==> config.mk <==
export PLATFORM = sky130hd
export DESIGN_NAME = memoria_de_programa_flat
export DESIGN_NICKNAME = d
export VERILOG_FILES = /design/src/rtl/memoria_de_programa_if.sv /design/src/rtl/memoria_de_programa.sv /design/src/flat_wrapper.sv
export SDC_FILE = /design/constraint.sdc
export NUM_CORES = 2
export LEC_CHECK = 0
export CORE_ASPECT_RATIO = 0.9
export CORE_MARGIN = 4
export CORE_UTILIZATION = 55
export CTS_BUF_LIST = sky130_fd_sc_hd__clkbuf_8
export DETAILED_ROUTE_END_ITERATION = 8
export PLACE_DENSITY_LB_ADDON = 0.1
export SETUP_SLACK_MARGIN = 0.2
export SYNTH_ARGS = -nofsm -noshare
export SYNTH_HDL_FRONTEND = slang
export SYNTH_MEMORY_MAX_BITS = 65536
export SYNTH_SLANG_ARGS = --single-unit
==> constraint.sdc <==
create_clock -name i_Clk -period 8.38 [get_ports i_Clk]
set_clock_uncertainty 0.2 [all_clocks]
set_input_delay 2.095 -clock i_Clk [delete_from_list [all_inputs] [get_ports i_Clk]]
set_output_delay 2.095 -clock i_Clk [all_outputs]
set_load 0.01 [all_outputs]
Placed cells, one colour a class:
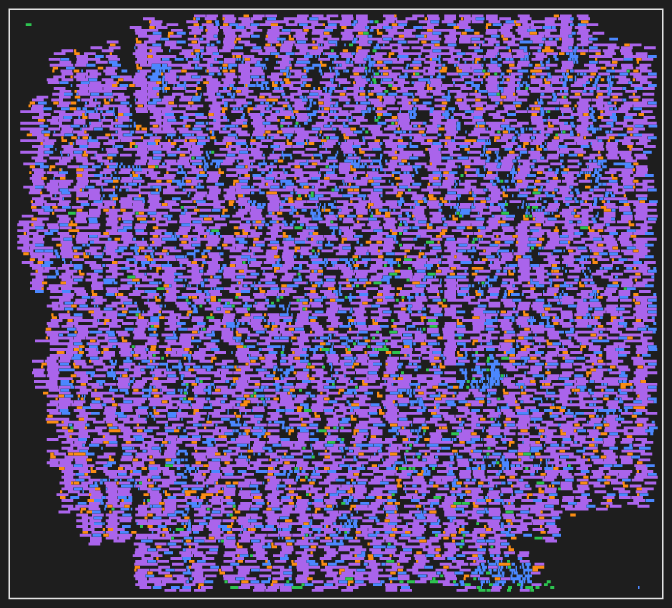
sequential cells -> purple  # cells 4649, share of their area 72%
remaining buffers and delay cells -> green  # cells 242, share of their area 1.3%
clock drivers and dummy loads -> orange  # cells 1286, share of their area 6.7%
combinational and other logic -> blue  # cells 3499, share of their area 20%
core box area: 0.3264 sq mm
post-layout util: 60.72%
Rows: 199

Signal metal coverage by tile:
Bar = 200 microns. The die is cut into 31 by 28 equal tiles; dark blue is low, red is high, scaled to the fullest tile. Values are wire area over tile area, all layers added.
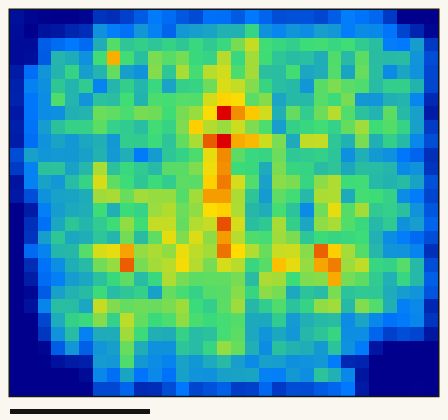
densest ninth of the die = centre
nearly empty tiles = 6.8%
tiles over half the peak = 31%
mean over tiles = 0.24
via count: 92302
DR WL/cell: 34.62 microns
overall routed net length: 485100 microns

Local utilization:
Bar = 200 microns. The die is cut into 31 by 28 equal tiles; dark blue is low, red is high, 0 to 100% covered.
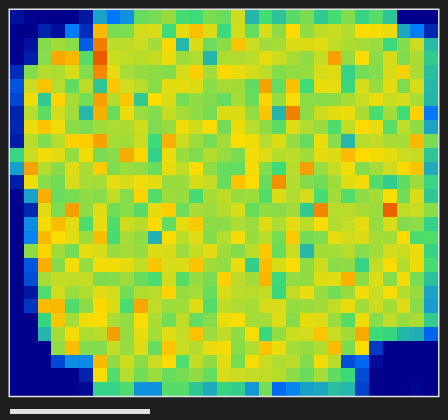
nearly empty tiles = 6.8%
fullest tile = 90%
mean over tiles = 57%
tiles over 75% full = 9.4%
FP Core Util: 55.18%

Routing congestion map:
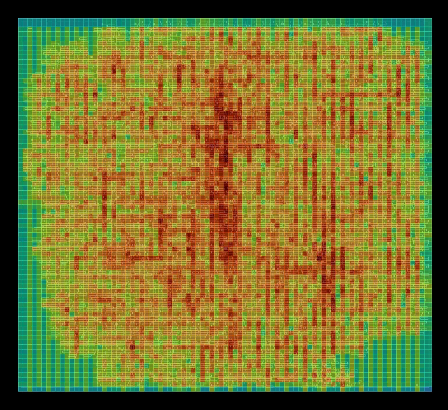
GR peak layer: met1
grt met2 use: 42.38%
met3 Use GR: 7.028%
met1 usage: 42.48%
gr usage total: 28.64%

==> CHANGELOG.md <==
### Changed

- Top-area cell share: 76.83%
- Mux area share: 14.34%
- Outcome: finished clean
- Rel. slew slack: 5.194%
- CTS hold repair buffers: 0
- Combinational Area: 0.03788 sq mm
- NumNets Final: 9134
- Largest net degree at the start of global routing: 175
- Post-synthesis simple-gate area fraction: 3.007%
- First-pass GRT wire length: 686500 microns
- Final period util: 69.29%
- Hold depth: 2
- RSZ-0062 raised after global routing: no
- Yosys cell count: 8707
- Die width: 611.2 microns
- Setup Total Neg Slack: 0 ps
- Slowest cell on crit path: nor2_1
- Distinct cells, synth: 76
- Area fraction in xor and xnor cells: 0.009725%
- Combinational share of cell area: 19.11%
- Antenna viol nets, final: 0
- H-Tree Depth: 6
- Vias in the first global route: 91589
- VDD IR-drop max: 0.3193 mV
- MaxCap Viol Count: 0
- Clk slew on worst S/H paths: 60 ps
- Critical Path Source Type: input port
- P_comb: 0.00509 W
- CP required: 9010 ps
- Clk pwr share: 34.0%
- CTS tree: yes
- Stage-log warning count: 104
- Routed met2 length: 221500 microns
- WP depth: 8
- Combinational gates: 3485
- Initial antenna violation count: 22
- Top power group: sequential cells
- Crit Path Category: input port to register
- Hold slack: 344.2 ps
- Worst path bufs/invs: 2
- Worst path cell trace: clkdlybuf4s50_1 -> nand2_1 -> nor3_1 -> buf_4 -> nand2_1 -> nor2_1 -> nand2_4 -> nor2_1
- Setup violators final: 0
- Most frequent logic cell in the layout: edfxtp_1
- Placer Congestion: 0.8628
- P_leak: 62.89 nW
- FMAX: 172.2 MHz
- Cell Int Power: 0.03793 W
- Seq/total area: 70.35%
- Dpl cells: 12711
- Design Power: 0.05121 W
- Synthesis area per yosys: 0.1801 sq mm
- Share of post-route cells with drive strength above 1: 22.54%
- Clock network area share: 6.538%
- Post-synth top cells: edfxtp_1, mux4_2, nor2_1
- Main area contributors: edfxtp_1, mux4_2, mux2i_1, nor2_1, a22oi_1
- Fillcell total: 22963
- Post-layout min period: 5807 ps
- Post-DR vias/cell: 6.586
- Adder-Cell Fraction of Synth Area: 0.04168%
- Avg Inst Size Synth: 20.69 sq um
- Die ar.: 0.3367 sq mm
- Post-Syn Instances: 8707
- Post-synth seq share: 77.39%
- Setup Buffers After CTS: 0
- Clock Sink Count: 4649
- Synth Cell Area: 0.1801 sq mm
- Inverters: 14
- P_clk: 0.0174 W
- Post-CTS sizing: 0
- Crit end category: register
- DP Area: 0.1852 sq mm
- Dominant cell type by area after synthesis: edfxtp_1
- Worst-margin pin slew: 1416 ps
- Iteration-0 DRC Markers: 12498
- Tap cells: 4321
- Most numerous cell in the Yosys netlist: edfxtp_1
- Sw Share: 25.93%
- Post-synth EDFFs: 4608
- Non-clk buf share: 1.220%
- Worst Path Max Fanout: 32
- Synth flops: 4649
- Synth async-reset ratio: 0.8819%
- Syn nets: 8734
- Sequential power share: 56.1%
- Slack of the critical path: 2573 ps
- Top routing layer in use: met5
Power is estimated from default activity; no workload was simulated.
